Figure 1. Zoomed window.
Region (49, 24) to (74, 49) um. Cells in grey, sequential cells in the stronger grey; small squares are vias.
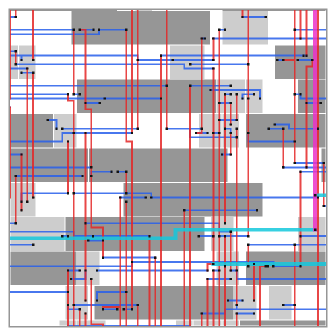
Figure 2. Sequential cells coloured by netlist name.
Drawn at 2 px/um. Other sequential cells in the stronger grey, the rest of the logic in the fainter grey.
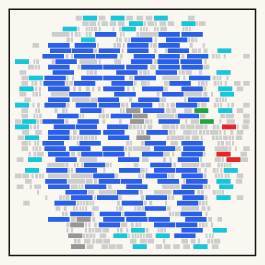
Figure 3. Routing congestion.
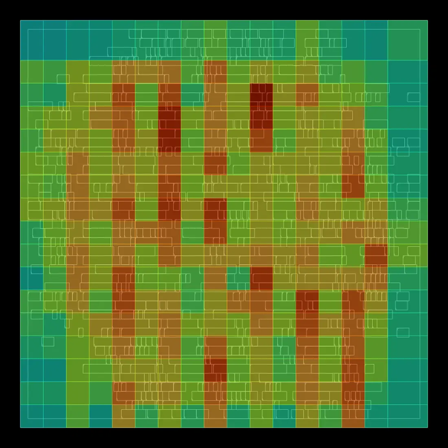
Design wb_queue, sky130hd; sources not shown.
==> flow_summary.rst <==
Implementation results
======================

.. list-table::
   :header-rows: 1

   * - Metric
     - Value
   * - GRT Resource Usage Total
     - 20.2%
   * - Required time of the critical path
     - 2.30 ns
   * - Share of the synthesized area in the top cell type
     - 58.3%
   * - Met2 global-route usage
     - 33.2%
   * - Number of distinct library cell variants in the gate-level netlist after synthesis
     - 24
   * - Number of logic stages on the critical path including buffering
     - 5
   * - Post-place instance area
     - 8060 um2
   * - Outcome
     - finished, final reports clean
   * - Final setup margin
     - 0.308 ns
   * - Shortest clock period the worst path allows after layout
     - 2.39 ns
   * - Worst slew pin tran
     - 0.820 ns
   * - Switching Share
     - 35.3%
   * - N_diodes
     - 0
   * - Power Internal
     - 6.00 mW
   * - Buffer depth of the longest clock path
     - 2
   * - Multi-input combinational area share
     - 19.2%
   * - Number of global-route vias before repair
     - 4431
   * - Worst setup SP type
     - flop
   * - First DRT Iteration DRCs
     - 310
   * - Average size of a mapped cell
     - 11.6 um2
   * - Critical Path Most Common Cell
     - o21ai_0
   * - Worst Clk Skew
     - 0.00471 ns
   * - Maximum achievable frequency
     - 418 MHz
   * - Die Wd
     - 122 um
   * - Die Y
     - 122 um
About Figure 1:
Key: M4 = magenta; M3 = cyan; M2 = red; M1 = blue
24 logic cells have their middle in the window. Sequential cells in the window: 9. Most frequent: edfxtp_1 (9), o21ai_0 (7), nor2_1 (3).

About Figure 2:
Key: u_mem.mem = blue [placed flops 136]; count = red [placed flops 3]; data_o = cyan [placed flops 32, where widely spread]; wr_ptr = green [placed flops 2]
Another 8 sequential cells are not coloured.
Register Area: 4990 um2
fraction of standard cell area that is sequential: 57.9%

About Figure 3:
Final Util: 62.5%
met1 GRT Util: 26.8%
routing usage on met3: 4.23%
routed wirelength normalized by instance count: 16.3 um
gr busiest metal: met2

Power and IR drop assume default switching activity.
